[src/rtl/rv32i_pkg.sv]
// Shared types for the RV32I branch comparison unit.
// Condition codes and operand width.
package rv32i_pkg;

    localparam int XLEN = 32;

    typedef enum logic [2:0] {
        CMP_EQ   = 3'b000,
        CMP_NE   = 3'b001,
        CMP_NEA  = 3'b010,
        CMP_NONE = 3'b011,
        CMP_LT   = 3'b100,
        CMP_GE   = 3'b101,
        CMP_LTU  = 3'b110,
        CMP_GEU  = 3'b111
    } cmp_cond_e;

endpackage

[src/rtl/rv32i_cmp_core.sv]
// Combinational compare core: equality, signed and unsigned less-than.
// Ordering comes from 33-bit extended differences, equality from XOR.
module rv32i_cmp_core
    import rv32i_pkg::*;
(
    input  logic [XLEN-1:0] a,
    input  logic [XLEN-1:0] b,
    output logic            eq,
    output logic            lt_s,
    output logic            lt_u
);

    logic [XLEN:0] diff_s;
    logic [XLEN:0] diff_u;
    logic          unused_low;

    // Extended subtraction cannot overflow, so bit XLEN is the ordering.
    always_comb begin
        diff_s = {a[XLEN-1], a} - {b[XLEN-1], b};
        diff_u = {1'b0, a} - {1'b0, b};
        eq     = ~|(a ^ b);
        lt_s   = diff_s[XLEN];
        lt_u   = diff_u[XLEN];
    end

    assign unused_low = ^{diff_s[XLEN-1:0], diff_u[XLEN-1:0]};

endmodule

[src/rtl/comparison_unit_rv32i.sv]
// Branch-condition evaluator for the execute stage.
// Combinational taken result plus a one-cycle registered copy.
module comparison_unit_rv32i
    import rv32i_pkg::*;
(
    input  logic            clk,
    input  logic            rst,
    input  logic [2:0]      cond,
    input  logic [XLEN-1:0] a,
    input  logic [XLEN-1:0] b,
    input  logic            valid_in,
    output logic            approved,
    output logic            approved_q,
    output logic            valid_q
);

    logic eq;
    logic lt_s;
    logic lt_u;
    logic approved_d;
    logic valid_d;

    rv32i_cmp_core u_core (
        .a    (a),
        .b    (b),
        .eq   (eq),
        .lt_s (lt_s),
        .lt_u (lt_u)
    );

    // Select the taken result for the current condition code.
    always_comb begin
        approved = 1'b0;
        case (cmp_cond_e'(cond))
            CMP_EQ:   approved = eq;
            CMP_NE:   approved = ~eq;
            CMP_NEA:  approved = ~eq;
            CMP_NONE: approved = 1'b0;
            CMP_LT:   approved = lt_s;
            CMP_GE:   approved = ~lt_s;
            CMP_LTU:  approved = lt_u;
            CMP_GEU:  approved = ~lt_u;
            default:  approved = 1'b0;
        endcase
    end

    // Only real branches may produce a registered taken result.
    always_comb begin
        valid_d    = valid_in;
        approved_d = valid_in & approved;
    end

    // Pipeline register; reset discards any in-flight result.
    always_ff @(posedge clk or posedge rst) begin
        if (rst) begin
            valid_q    <= 1'b0;
            approved_q <= 1'b0;
        end else begin
            valid_q    <= valid_d;
            approved_q <= approved_d;
        end
    end

endmodule

[config.mk]
export PLATFORM = sky130hd
export DESIGN_NAME = comparison_unit_rv32i
export DESIGN_NICKNAME = d
export VERILOG_FILES = /design/src/rtl/rv32i_pkg.sv /design/src/rtl/rv32i_cmp_core.sv /design/src/rtl/comparison_unit_rv32i.sv
export SDC_FILE = /design/constraint.sdc
export NUM_CORES = 1
export LEC_CHECK = 0
export CORE_ASPECT_RATIO = 1.2
export CORE_MARGIN = 5
export CORE_UTILIZATION = 38
export CTS_BUF_LIST = sky130_fd_sc_hd__clkbuf_8
export DETAILED_ROUTE_END_ITERATION = 8
export PLACE_DENSITY_LB_ADDON = 0.25
export SLEW_MARGIN = 20
export SYNTH_ARGS = -nofsm -noshare
export SYNTH_HDL_FRONTEND = slang
export SYNTH_SLANG_ARGS = --single-unit
[constraint.sdc]
create_clock -name clk -period 5.75 [get_ports clk]
set_input_delay 1.15 -clock clk [delete_from_list [all_inputs] [get_ports clk]]
set_output_delay 1.15 -clock clk [all_outputs]
set_load 0.02 [all_outputs]
**M1 wires**

The bar under the picture is 20 um long.
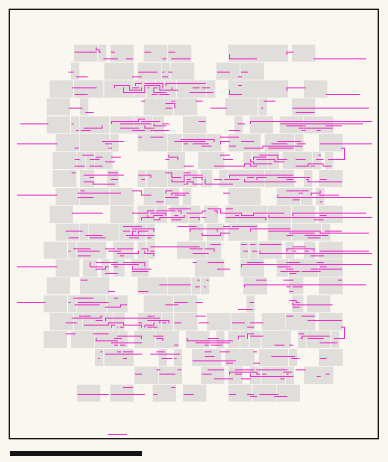
share of all routed wire: 37%
wire length on this layer: 1030 um
longest straight run: 19.8 um
main direction: horizontal

**Met2 routing**

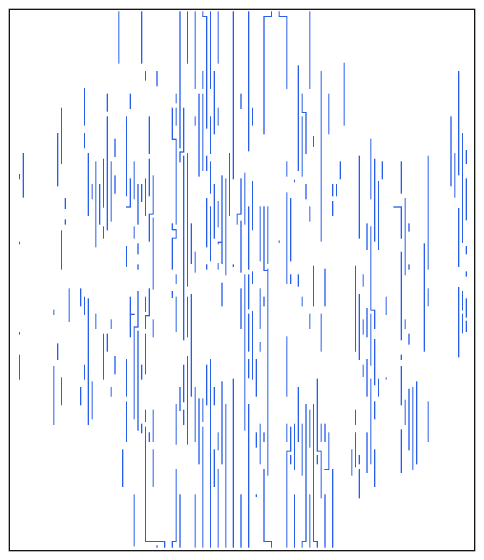
longest straight run: 24.8 um
nets with wire on the layer: 265
wire length on this layer: 1560 um
grt met2 use: 0.314
via count: 1168
final wirelength: 2800 um

**The metal 3 layer**

The bar under the picture is 20 um long.
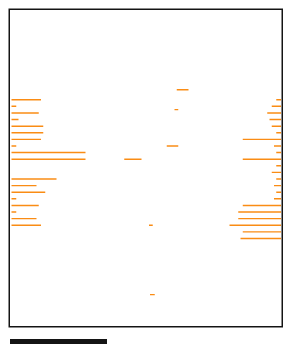
share of all routed wire: 6.8%
nets with wire on the layer: 43
wire length on this layer: 191 um
longest straight run: 14.9 um
main direction: horizontal

**Drive-strength map**

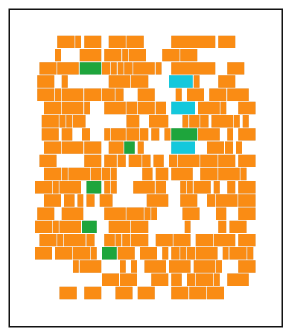
[_2 cells] green | cells: 6 | share: 2.9%
[_0 and _1 cells] orange | cells: 198 | share: 96%
[_6 and larger] cyan | cells: 3 | share: 1.4%

## placed cells by master, fill, tap and decap left out
cell / n
a2111o_1: 1
a211oi_1: 1
a21oi_1: 13
a21oi_2: 2
a221oi_2: 1
a22oi_1: 1
a31oi_1: 2
clkbuf_8: 3
clkdlybuf4s50_1: 72
dfrtp_1: 2
ha_1: 32
inv_1: 36
nand2_1: 8
nand3_1: 4
nand4_1: 7
nand4_2: 1
nor2_1: 4
nor2b_1: 1
nor3_1: 2
nor3b_1: 1
nor4_1: 2
o211ai_1: 4
o21ai_1: 2
o21ai_2: 1
or2_2: 1
or4_1: 1
xor2_1: 2
## layer usage
metal	wire (um)	share of wire	track usage	up-vias
met3	190	0.068	0.0339	5
met5	0	0	0	-
met4	25	0.0089	0.0356	0
li1	-	-	-	616
met2	1560	0.56	0.314	47
met1	1030	0.37	0.153	500
## flip-flops by register name, summed over array words and instances (netlist names)
| signal | count |
|---|---|
| approved_q | 1 |
| valid_q | 1 |
## power by group through the flow
stage | combinational, mW | clock (mW) | sequential [mW]
final | 0.113 | 0.0557 | 0.0154
after global routing | 0.126 | 0.0586 | 0.0155
after floorplan | 0.0490 | 0 | 0.0171
after CTS | 0.114 | 0.0565 | 0.0154
after detailed placement | 0.114 | 0 | 0.0156
after global placement | 0.109 | 0 | 0.0156
## area by class of cell
type,instances,area [um2],share of cell area
clock buffers,3,41.3,0.0234
inverters,36,135,0.0767
multi-input cells,94,774,0.439
flip-flops and latches,2,50.0,0.0284
well taps,33,41.3,0.0234
repair buffers,72,721,0.409
## logic make-up (layout without fill, tap and decap cells)
logic type               Yosys count  in the layout  share of synthesized area
XOR/XNOR                           2              2                     0.0183
AND/OR/NAND/NOR                   32             32                      0.179
buffers and inverters             36            111                      0.141
adder cells (fa/ha/maj)           32             32                      0.417
flip-flops                         2              2                     0.0522
AND-OR/OR-AND                     28             28                      0.193
## through the flow
step / cells / hold WS, ns / total power, mW
CTS: 240 / 1.10 / 0.186
detailed placement: 237 / 1.32 / 0.129
floorplan: 132 / 0.891 / 0.0661
global route: 240 / 1.10 / 0.200
finish: 240 / 1.09 / 0.184
global placement: 237 / 1.31 / 0.125
## path summary, 6_finish.rpt
kind	from	endpoint	slack, ns	cells after the start
worst min-delay path	rst	approved_q	1.09	2
max in group asynchronous	rst	valid_q	4.55	2
min in group clk	valid_in	valid_q	1.42	1
worst max-delay path	b[23]	approved	0.81	10
==> metrics.yaml <==
cells_and_area:
  drive_gt1_frac: 0.0435
  num-fill-cells: 194
  area.growth.synth_to_final_pct: 83.7
  layout.nets: 311
placement:
  hpwl_um: 2640
  placedInstanceArea_um2: 1720
  gp_congestion: 0.828
synthesis:
  synth_top_cell_by_count: "inv_1"
  syn_area_per_cell_um2: 7.27
  yosys_area_um2: 960
  netlist_top_cells_count: "inv_1, ha_1, a21oi_1"
  yosysWarnings: 0
  netlist_instances: 132
clock_network:
  cts_sinks: 2
  h-tree-depth: 1
  cts_resized: 0
  cts_setup_buffers: 0
  cts_root_buf: "clkbuf_8"
  cts.clk_slew.worst_paths_ns: 0.03
  clock_path_buffers: 2
  ctsHoldBuffers: 0
setup_path:
  crit_chain: "clkdlybuf4s50_1, inv_1, ha_1, a21oi_1, o21ai_2, a22oi_1, o211ai_1, or4_1, nand3_1, clkdlybuf4s50_1"
  cp_slowest_cell: "clkdlybuf4s50_1"
  critical_path.max_stage_delay_ns: 0.61
  cp_max_fo: 3
  critPathRequiredTime_ns: 4.60
  cp-end-kind: "output port"
  critPathBufInv: 3
  critPathMostFrequentCell: "clkdlybuf4s50_1"
run_status:
  status: "finished, final reports clean"
timing:
  post-route-period-util: 0.860
  fin_setup_tns_ns: 0
  setup_viol: 0
  relSlewSlack: 0.767
job:
  cap_violations: 0
detailed_routing:
  drt_iter0_drc: 11
  detail-route-antenna-nets: 0
global_routing:
  grt_first_pass_wirelength_um: 4640
  gr-total-overflow: 0
  track_usage: 0.153
die:
  dieArea_um2: 3630
  rows: 20
min_path:
  hold_path.class: "primary input to asynchronous set/reset pin"
power:
  seqPwrFrac: 0.084
  cellPowerDensity_nw_per_um2: 104
No activity file was given, so power comes from the tool's default toggle rates.
